$ cat config.mk
export PLATFORM = sky130hd
export DESIGN_NAME = frame_update_ctrl
export DESIGN_NICKNAME = d
export VERILOG_FILES = /design/src/rtl/frame_update_ctrl.sv
export SDC_FILE = /design/constraint.sdc
export NUM_CORES = 1
export LEC_CHECK = 0
export CAP_MARGIN = 25
export CORE_MARGIN = 2
export CORE_UTILIZATION = 42
export CTS_BUF_LIST = sky130_fd_sc_hd__clkbuf_4 sky130_fd_sc_hd__clkbuf_8 sky130_fd_sc_hd__clkbuf_16
export DETAILED_ROUTE_END_ITERATION = 8
export GPL_ROUTABILITY_DRIVEN = 0
export PLACE_DENSITY = 0.83
export SETUP_SLACK_MARGIN = 0.3
export SYNTH_ARGS = -nofsm -noshare
export SYNTH_HDL_FRONTEND = slang
export SYNTH_SLANG_ARGS = --single-unit
$ cat constraint.sdc
create_clock -name pclk -period 3.33 [get_ports pclk]
set_input_delay 0.666 -clock pclk [delete_from_list [all_inputs] [get_ports pclk]]
set_output_delay 0.666 -clock pclk [all_outputs]
set_load 0.01 [all_outputs]
$ cat src/rtl/frame_update_ctrl.sv
// frame_update_ctrl: frame-synchronous scene commit controller.
// Game logic posts a full scene through a valid/ready handshake into a single
// staging register. The staged scene is copied to the display-facing outputs
// only on a vsync frame boundary, so the display never shows a torn frame.
// Also produces the snake blink flag used while the committed state is
// BLINK_STATE.
//
// Ports:
//   pclk, rst          pixel clock, synchronous active-high reset
//   vsync              vsync from the sync generator (pclk domain)
//   upd_valid/ready    scene update handshake
//   upd_*              scene update payload
//   *_o                committed scene
//   flag               snake visible when 1
//   commit             one-cycle pulse on the cycle the *_o outputs update
//   frame_cnt          frame boundaries since reset (wraps)
//   drop_cnt           saturating count of overwritten updates (optional)
//
// Build option: define FRAME_UPD_OVERWRITE_EN to tie upd_ready high and let a
// newer update overwrite a pending one (latest wins); adds drop_cnt.
module frame_update_ctrl #(
   parameter int unsigned BLINK_FRAMES     = 15,
   parameter bit          VSYNC_ACTIVE_LOW = 1'b1,
   parameter logic [2:0]  BLINK_STATE      = 3'b010
) (
   input  logic        pclk,
   input  logic        rst,
   input  logic        vsync,
   input  logic        upd_valid,
   output logic        upd_ready,
   input  logic [39:0] upd_snake_x,
   input  logic [39:0] upd_snake_y,
   input  logic [3:0]  upd_nfruit_x,
   input  logic [3:0]  upd_nfruit_y,
   input  logic [3:0]  upd_ifruit_x,
   input  logic [3:0]  upd_ifruit_y,
   input  logic [3:0]  upd_poison_x,
   input  logic [3:0]  upd_poison_y,
   input  logic        upd_fruit,
   input  logic [2:0]  upd_state,
   output logic [39:0] snake_x_o,
   output logic [39:0] snake_y_o,
   output logic [3:0]  nfruit_x_o,
   output logic [3:0]  nfruit_y_o,
   output logic [3:0]  ifruit_x_o,
   output logic [3:0]  ifruit_y_o,
   output logic [3:0]  poison_x_o,
   output logic [3:0]  poison_y_o,
   output logic        fruit_o,
   output logic [2:0]  state_o,
   output logic        flag,
   output logic        commit,
`ifdef FRAME_UPD_OVERWRITE_EN
   output logic [7:0]  drop_cnt,
`endif
   output logic [15:0] frame_cnt
);

   localparam int unsigned SNAKE_W = 40;
   localparam int unsigned CELL_W  = 4;
   localparam int unsigned STATE_W = 3;
   localparam int unsigned BLINK_W = 8;
   localparam int unsigned FRAME_W = 16;

   // vs_q resets to the inactive level so reset release alone is no boundary
   localparam logic               VS_IDLE    = 1'(VSYNC_ACTIVE_LOW);
   localparam logic [BLINK_W-1:0] BLINK_LAST = BLINK_W'(BLINK_FRAMES - 1);

   typedef struct packed {
      logic [SNAKE_W-1:0] snake_x;
      logic [SNAKE_W-1:0] snake_y;
      logic [CELL_W-1:0]  nfruit_x;
      logic [CELL_W-1:0]  nfruit_y;
      logic [CELL_W-1:0]  ifruit_x;
      logic [CELL_W-1:0]  ifruit_y;
      logic [CELL_W-1:0]  poison_x;
      logic [CELL_W-1:0]  poison_y;
      logic               fruit;
      logic [STATE_W-1:0] state;
   } scene_t;

   typedef enum logic {S_EMPTY, S_FULL} stage_state_e;

   stage_state_e       state_q, state_d;
   scene_t             upd_s, stage_q, out_q;
   logic               vs_q;
   logic               fb_c, accept_c, commit_c;
   logic [BLINK_W-1:0] blink_cnt;

   assign upd_s = {upd_snake_x, upd_snake_y, upd_nfruit_x, upd_nfruit_y,
                   upd_ifruit_x, upd_ifruit_y, upd_poison_x, upd_poison_y,
                   upd_fruit, upd_state};

   assign {snake_x_o, snake_y_o, nfruit_x_o, nfruit_y_o, ifruit_x_o,
           ifruit_y_o, poison_x_o, poison_y_o, fruit_o, state_o} = out_q;

   // One-cycle frame boundary pulse on the active vsync edge
   assign fb_c = VSYNC_ACTIVE_LOW ? (vs_q & ~vsync) : (~vs_q & vsync);

`ifdef FRAME_UPD_OVERWRITE_EN
   logic drop_c;
`endif

   // Staging FSM: next state, capture and commit decisions
   always_comb begin
      state_d  = state_q;
      accept_c = 1'b0;
      commit_c = 1'b0;
`ifdef FRAME_UPD_OVERWRITE_EN
      drop_c   = 1'b0;
`endif
      case (state_q)
         S_EMPTY: begin
            // a capture coincident with fb waits for the next boundary
            accept_c = upd_valid;
            if (upd_valid) state_d = S_FULL;
         end
         S_FULL: begin
            commit_c = fb_c;
`ifdef FRAME_UPD_OVERWRITE_EN
            // old stage commits on fb while new data lands in the stage
            accept_c = upd_valid;
            drop_c   = upd_valid & ~fb_c;
            if (fb_c & ~upd_valid) state_d = S_EMPTY;
`else
            if (fb_c) state_d = S_EMPTY;
`endif
         end
         default: state_d = S_EMPTY;
      endcase
   end

   // State, stage, committed outputs and frame counter
   always_ff @(posedge pclk) begin
      if (rst) begin
         state_q   <= S_EMPTY;
         vs_q      <= VS_IDLE;
         stage_q   <= '0;
         out_q     <= '0;
         commit    <= 1'b0;
         frame_cnt <= '0;
      end else begin
         state_q <= state_d;
         vs_q    <= vsync;
         commit  <= commit_c;
         if (accept_c) stage_q <= upd_s;
         if (commit_c) out_q <= stage_q;
         if (fb_c) frame_cnt <= frame_cnt + FRAME_W'(1);
      end
   end

`ifdef FRAME_UPD_OVERWRITE_EN
   assign upd_ready = 1'b1;

   // Saturating count of updates that replaced a pending stage
   always_ff @(posedge pclk) begin
      if (rst) begin
         drop_cnt <= '0;
      end else if (drop_c && (drop_cnt != '1)) begin
         drop_cnt <= drop_cnt + 8'd1;
      end
   end
`else
   // Ready tracks the next stage state so it is valid right after each edge
   always_ff @(posedge pclk) begin
      if (rst) begin
         upd_ready <= 1'b1;
      end else begin
         upd_ready <= (state_d == S_EMPTY);
      end
   end
`endif

   // Blink: pinned visible outside BLINK_STATE, toggles every BLINK_FRAMES fb
   always_ff @(posedge pclk) begin
      if (rst) begin
         flag      <= 1'b1;
         blink_cnt <= '0;
      end else if (out_q.state != BLINK_STATE) begin
         flag      <= 1'b1;
         blink_cnt <= '0;
      end else if (fb_c) begin
         if (blink_cnt == BLINK_LAST) begin
            flag      <= ~flag;
            blink_cnt <= '0;
         end else begin
            blink_cnt <= blink_cnt + 8'd1;
         end
      end
   end

endmodule

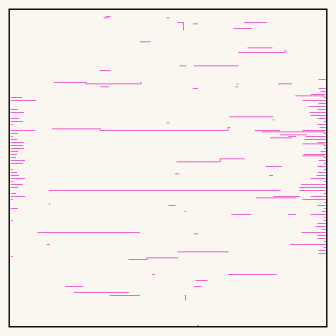
run_1/m3.png
116 nets have wire on it. The longest straight run is 105 um.
GR Util met3: 2.683%
via count of the routed design: 6689

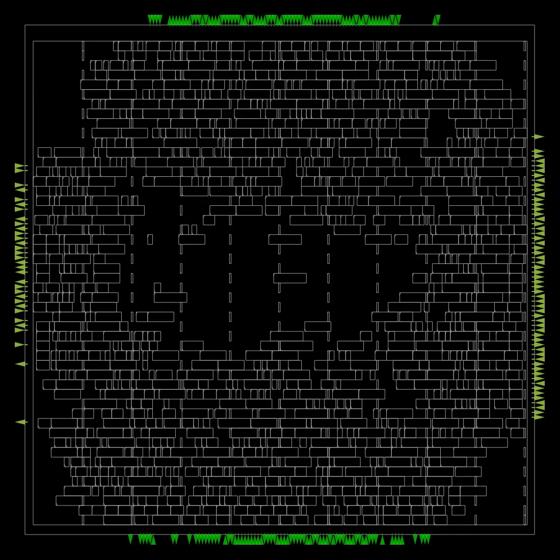
run_1/placed.png
final design utilization: 61.04%
Cell Rows: 50

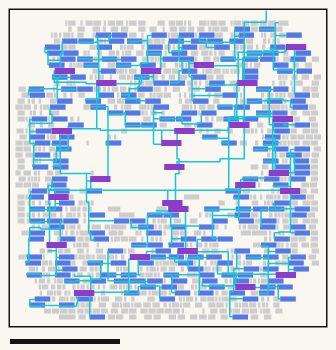
run_1/clock_wires.png
The bar under the picture is 50 um long.
Key: clock wires = cyan [length 2670 um]; clock-net drivers = purple [count 25]; flip-flops = blue [count 245]
Position of the flops: all over the die. There are 26 routed clock nets.
clock share of power: 42.4%
Worst-Skew Late Latency: 0.50 ns

[run 1: power groups by stage]
stage	sequential, mW	combinational (mW)	clock (mW)
3_5_place_dp	3.15	0.474	0
5_1_grt	3.10	0.516	2.81
4_1_cts	3.09	0.476	2.68
3_3_place_gp	3.15	0.466	0
6_report	3.09	0.471	2.62
2_1_floorplan	3.15	0.219	0
[run 1: area by class of cell]
cell class | instances | area share [%]
multi-input combinational | 539 | 25.95
inverter | 3 | 0.09765
clock inverter | 7 | 0.3363
timing repair buffer | 249 | 21.79
tap | 260 | 2.821
sequential | 245 | 42.53
clock buffer | 37 | 6.477
[run 1: stage by stage]
step	hold slack, ns	cell area (sq um)	power (mW)	utilization (%)	setup WS (ns)
detailed placement	0.4460	10750	3.626	56.88	0.8424
finish	0.4530	11530	6.181	61.04	1.082
floorplan	0.4360	8147	3.367	-	1.476
global route	0.4663	11530	6.419	61.04	1.027
CTS	0.4540	11530	6.249	61.04	1.064
global placement	0.4410	10750	3.612	56.88	0.8807
[run 1: logic make-up after synthesis]
family	after synthesis
and+or+nand+nor	290
xor gates and xnor gates	18
muxes	2
AOI/OAI and AO/OA	226
buffers and inverters	64
adders and majority gates	3
DFF	245
[run 1: cells in the mapped netlist (all sizes together) (2+ instances only)]
| master | n |
|---|---|
| dfxtp | 245 |
| nand2 | 231 |
| a21oi | 113 |
| a22o | 108 |
| clkbuf | 36 |
| buf | 25 |
| nor2 | 22 |
| xnor2 | 12 |
| nor3 | 7 |
| nand4 | 6 |
| xor2 | 6 |
| or3 | 5 |
| nor4 | 4 |
| o21ai | 4 |
| ha | 3 |
| inv | 3 |
| nand3 | 3 |
| nor2b | 3 |
| nand3b | 2 |
| or2 | 2 |
==> impl_metrics.yaml, run 1 <==
# yosys + openroad results
final_layout:
  combGateArea_sq_mm: 0.002993
  num_antenna_cells: 0
  nets: 1178
  finalNonFillerCells: 1340
  largest-register: "stage_q"
  largest_reg_flops: 108
  n_fill_cell: 1581
  final_cell_mix: "dfxtp_1, clkdlybuf4s50_1, nand2_1"
  layout_top_cell: "dfxtp_1"
setup_path:
  critPathLaunch: "frame_cnt[4]$_SDFFE_PP0P_"
  arrival_ns: 1.58
  path_buffers: 1
  crit_slowest_cell: "clkdlybuf4s50_1"
  cp-start-kind: "flip-flop"
  cp_cell_sequence: "clkdlybuf4s50_1"
  cp_num_cells: 1
  reg2reg_to: "frame_cnt[15]$_SDFFE_PP0P_"
  cp-end-kind: "primary output"
  r2r_setup_slack_ns: 1.50
  critPathCapture: "frame_cnt[4]"
  cp_top_family: "buffers and inverters"
flow_run:
  warning_count: 27
power_and_ir_drop:
  comb_power_share_pct: 7.6
  p_per_area_mw_per_mm2: 536.0
  intPower_mw: 4.817
  power.leakage_nw: 4.283
  ir_worst_vdd_uv: 351.8
  power.share.switching_pct: 22.07
synth:
  fp_nets: 963
  ys_sh_mux_pct: 0.2611
  ys_seq_share_pct: 60.21
  synth.distinct_cells: 35
  synth-async-reset-ratio_pct: 0
  top_area_share_pct: 60.21
  topCellsByArea: "dfxtp_1, a22o_1, nand2_1, a21oi_1, clkbuf_1"
  edf_count: 0
  top_area_cell: "dfxtp_1"
  ys.flop_type: "dfxtp_1"
  logic_family: "AND-OR/OR-AND gates"
detailed_routing:
  vias_per_cell: 4.992
  route.detailed.drc: 0
  wire_per_inst_um: 15.30
  drtIter0Drc: 327
  drtAntennaViolNets: 0
  met3_length_um: 1092
clock_tree:
  path_clk_slew_ns: 0.06
  cts_made_buffers: 25
  cts-root-buf: "clkbuf_16"
  cts_resized: 0
  htree_levels: 1
  cts_tree: "yes"
  cts_buffer_depth: 3
  postCtsSetupBuffers: 0
  cts_sinks: 245
  holdBufCountCts: 0
hold_path:
  hold_depth: 2
  min_from: "stage_q[4]$_SDFFE_PP0P_"
global_routing:
  busiest_layer: "met2"
  grt_usage_pct: 18.98
  first_global_vias: 6430
  grt_pass1_wl_um: 31770
timing:
  maxSlewViolCount: 0
  rsz0062_at_grt: "no"
  finalSetupViolations: 0
  period_used_pct: 67.51
  fmaxAchievable_mhz: 444.8
  worstMarginPinSlew_ns: 0.7958
floorplanning:
  coreArea_sq_mm: 0.01889
  die_y_um: 143.3
  io-pin-count: 239
  dieArea_sq_mm: 0.02053
run_status:
  outcome: "finished, final reports clean"
place:
  portBuffers: 238
run_1/pinout.png
Pins as bars across the die edge, other pins in grey.
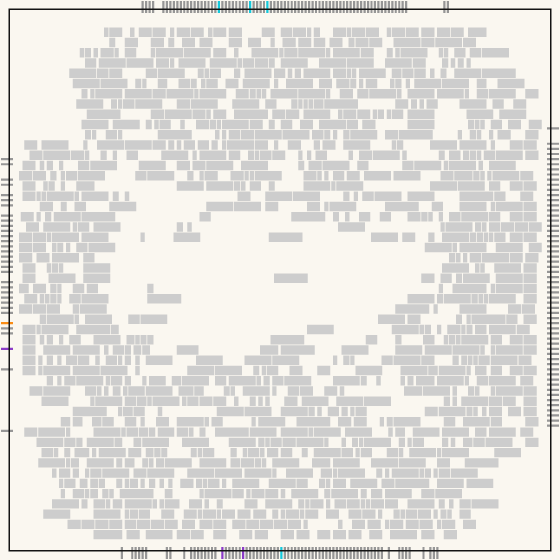

==> inputs of run 2 (changes only) <==
--- a/config.mk
+++ b/config.mk
@@ -11,7 +11,7 @@
 export CTS_BUF_LIST = sky130_fd_sc_hd__clkbuf_4 sky130_fd_sc_hd__clkbuf_8 sky130_fd_sc_hd__clkbuf_16
 export DETAILED_ROUTE_END_ITERATION = 8
 export GPL_ROUTABILITY_DRIVEN = 0
-export PLACE_DENSITY = 0.83
+export PLACE_DENSITY = 0.86
 export SETUP_SLACK_MARGIN = 0.3
 export SYNTH_ARGS = -nofsm -noshare
 export SYNTH_HDL_FRONTEND = slang
==> constraint.sdc (replaced) <==
create_clock -name pclk -period 1.83 [get_ports pclk]
set_input_delay 0.366 -clock pclk [delete_from_list [all_inputs] [get_ports pclk]]
set_output_delay 0.366 -clock pclk [all_outputs]
set_load 0.01 [all_outputs]
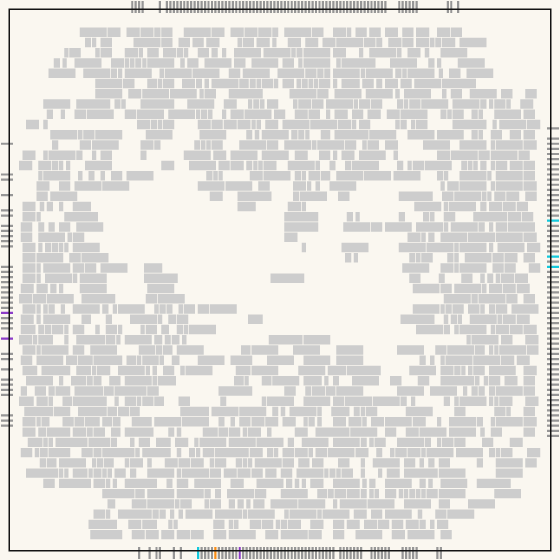
run_2/pinout.png
Pins as bars across the die edge, other pins in grey.
Key: rst = orange [pins 1, direction input, edge bottom]; upd_ifruit_y = cyan [pins 4, direction input, edge 3 right, 1 bottom]; upd_state = purple [pins 3, direction input, edge 2 left, 1 bottom]
Buffers on Ports: 238
die height: 143.3 um
die width: 143.3 um

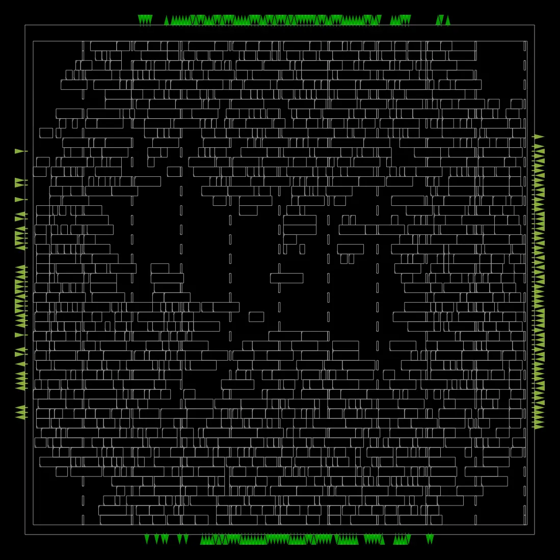
run_2/placed.png
Core Area: 0.01889 sq mm
Seq area share: 41.81%
seq_cells: 245
Tap Count: 260

==> run 2 against run 1 <==
Clock skew grew 0.0090 ns. First-iteration DRC count down 8.3%. Global-route usage is 0.84 points higher. Sequential power is 81% higher. Critical endpoint is now frame_cnt[13]$_SDFFE_PP0P_. Largest cell class unchanged. Highest routed layer unchanged.
==> impl_metrics.yaml, run 2 <==
# yosys + openroad results
floorplanning:
  rows: 50
  dieArea_sq_mm: 0.02053
  io-pin-count: 239
  floorplan.core_util_pct: 43.12
power_and_ir_drop:
  p_per_area_mw_per_mm2: 968.0
  power_mw: 11.45
  ir_worst_vdd_uv: 596.5
  power.leakage_nw: 4.852
clock_tree:
  cts_buffer_depth: 3
  cts_tree: "yes"
  htree_levels: 1
  cts-root-buf: "clkbuf_16"
  postCtsSetupBuffers: 1
  path_clk_slew_ns: 0.06
  cts_made_buffers: 26
  cts_sinks: 245
  cts_resized: 178
  clock_latency_ns: 0.51
  holdBufCountCts: 0
timing:
  rsz0062_at_grt: "yes"
  maxSlewViolCount: 0
  fmaxAchievable_mhz: 662.6
  fin_ws_ns: 0.3209
  finalSetupViolations: 0
  min_period_ns: 1.509
  worstMarginPinSlew_ns: 0.4957
  finalSetupTns_ns: 0
  slew_headroom_pct: 66.96
  period_used_pct: 82.46
  hold_ws_ns: 0.1273
synth:
  top_area_cell: "dfxtp_1"
  yosysWarnings: 0
  synth.distinct_cells: 35
  yosys_cells: 848
  ys.flop_type: "dfxtp_1"
  top_area_share_pct: 60.21
  syn-cell-area_sq_mm: 0.008147
  synth-async-reset-ratio_pct: 0
  synth.cells.most_frequent: "dfxtp_1, nand2_1, a21oi_1"
  ys_seq_share_pct: 60.21
  topCellsByArea: "dfxtp_1, a22o_1, nand2_1, a21oi_1, clkbuf_1"
  edf_count: 0
  most_common_cell: "dfxtp_1"
  fp_nets: 963
setup_path:
  crit_slowest_cell: "or3_4"
  path_class: "flip-flop to flip-flop"
  path_buffers: 0
  cp_top_family: "simple AND/OR/NAND/NOR gates"
  cp-start-kind: "flip-flop"
  r2r_setup_slack_ns: 0.32
  arrival_ns: 1.95
  cp_cell_sequence: "nand3_4 -> or3_4 -> or3_1 -> a21oi_2"
  cp-end-kind: "flip-flop"
final_layout:
  final_cell_mix: "nand2_1, dfxtp_1, a21oi_1"
  drive_gt1_share_pct: 11.85
  largest-register: "stage_q"
  final_area_sq_mm: 0.01183
  layout_top_cell: "nand2_1"
  utilization_pct: 62.62
  area_growth_pct: 45.22
  nets: 1196
  largest_reg_flops: 108
  finalNonFillerCells: 1358
detailed_routing:
  drtIter0Drc: 300
  vias_per_cell: 5.119
  wire_per_inst_um: 15.66
  drt_wl_total_um: 21270
  route.detailed.drc: 0
  vias: 6952
  drtAntennaViolNets: 0
global_routing:
  first_global_vias: 6694
  grt_antenna_before_repair: 0
  grt_usage_pct: 19.82
  grt_pass1_wl_um: 33350
run_status:
  outcome: "finished, final reports clean"
flow_run:
  warning_count: 29
place:
  post-place-ws_ns: -0.2804
  dpl-instance-area_sq_mm: 0.01100
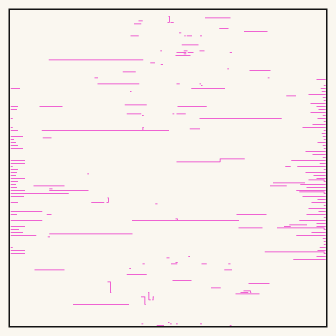
run_2/m3.png
146 nets have wire on it. The wires run mostly horizontal. The layer holds 5.5% of the routed length.

==> run 2: cell families (layout without fill, tap and decap cells) <==
group / after synthesis / count (layout) / share of synthesized area (%)
simple gates: 290 / 290 / 14.87
buf+inv: 64 / 313 / 3.241
fa+ha+maj: 3 / 3 / 0.4608
compound gates: 226 / 226 / 19.03
other cells: 0 / 1 / 0
xor+xnor: 18 / 18 / 1.935
mux: 2 / 2 / 0.2611
flops: 245 / 245 / 60.21
==> run 2: layout make-up <==
type,instances,area (sq um)
diodes,1,2.502
clock buffers,39,797.0
clock inverters,5,25.02
fillers,1517,7063
inverters,3,11.26
multi-input cells,539,3062
flip-flops and latches,245,4946
well taps,260,325.3
repair buffers,266,2661
==> run 2: worst paths after layout <==
kind	cells after the start	end	start
worst max register to register	4	frame_cnt[13]$_SDFFE_PP0P_	frame_cnt[8]$_SDFFE_PP0P_
worst min-delay path	2	frame_cnt[2]$_SDFFE_PP0P_	rst
worst max-delay path	4	frame_cnt[13]$_SDFFE_PP0P_	frame_cnt[8]$_SDFFE_PP0P_
worst min register to register	2	stage_q[26]$_SDFFE_PP0P_	stage_q[26]$_SDFFE_PP0P_
==> run 2: power breakdown <==
part | internal (mW) | total (mW) | switching, mW | leakage [nW]
logic | 0.456 | 0.902 | 0.445 | 2.43
clock network | 2.98 | 4.95 | 1.96 | 0.420
registers | 5.51 | 5.60 | 0.0964 | 2.00
total | 8.95 | 11.5 | 2.51 | 4.85
==> run 2: layer usage <==
layer  routed length [um]  global-route usage, %  part of all wire [%]  vias to the layer above
li1                     -                      -                     -                     3375
met1                 8470                  23.60                    40                     3279
met2                10880                  35.28                    51                      239
met3                 1178                  3.186                   5.5                       59
met4                  742                  8.566                   3.5                        0
met5                    0                      0                     0                        -
No activity file was given, so power comes from the tool's default toggle rates.
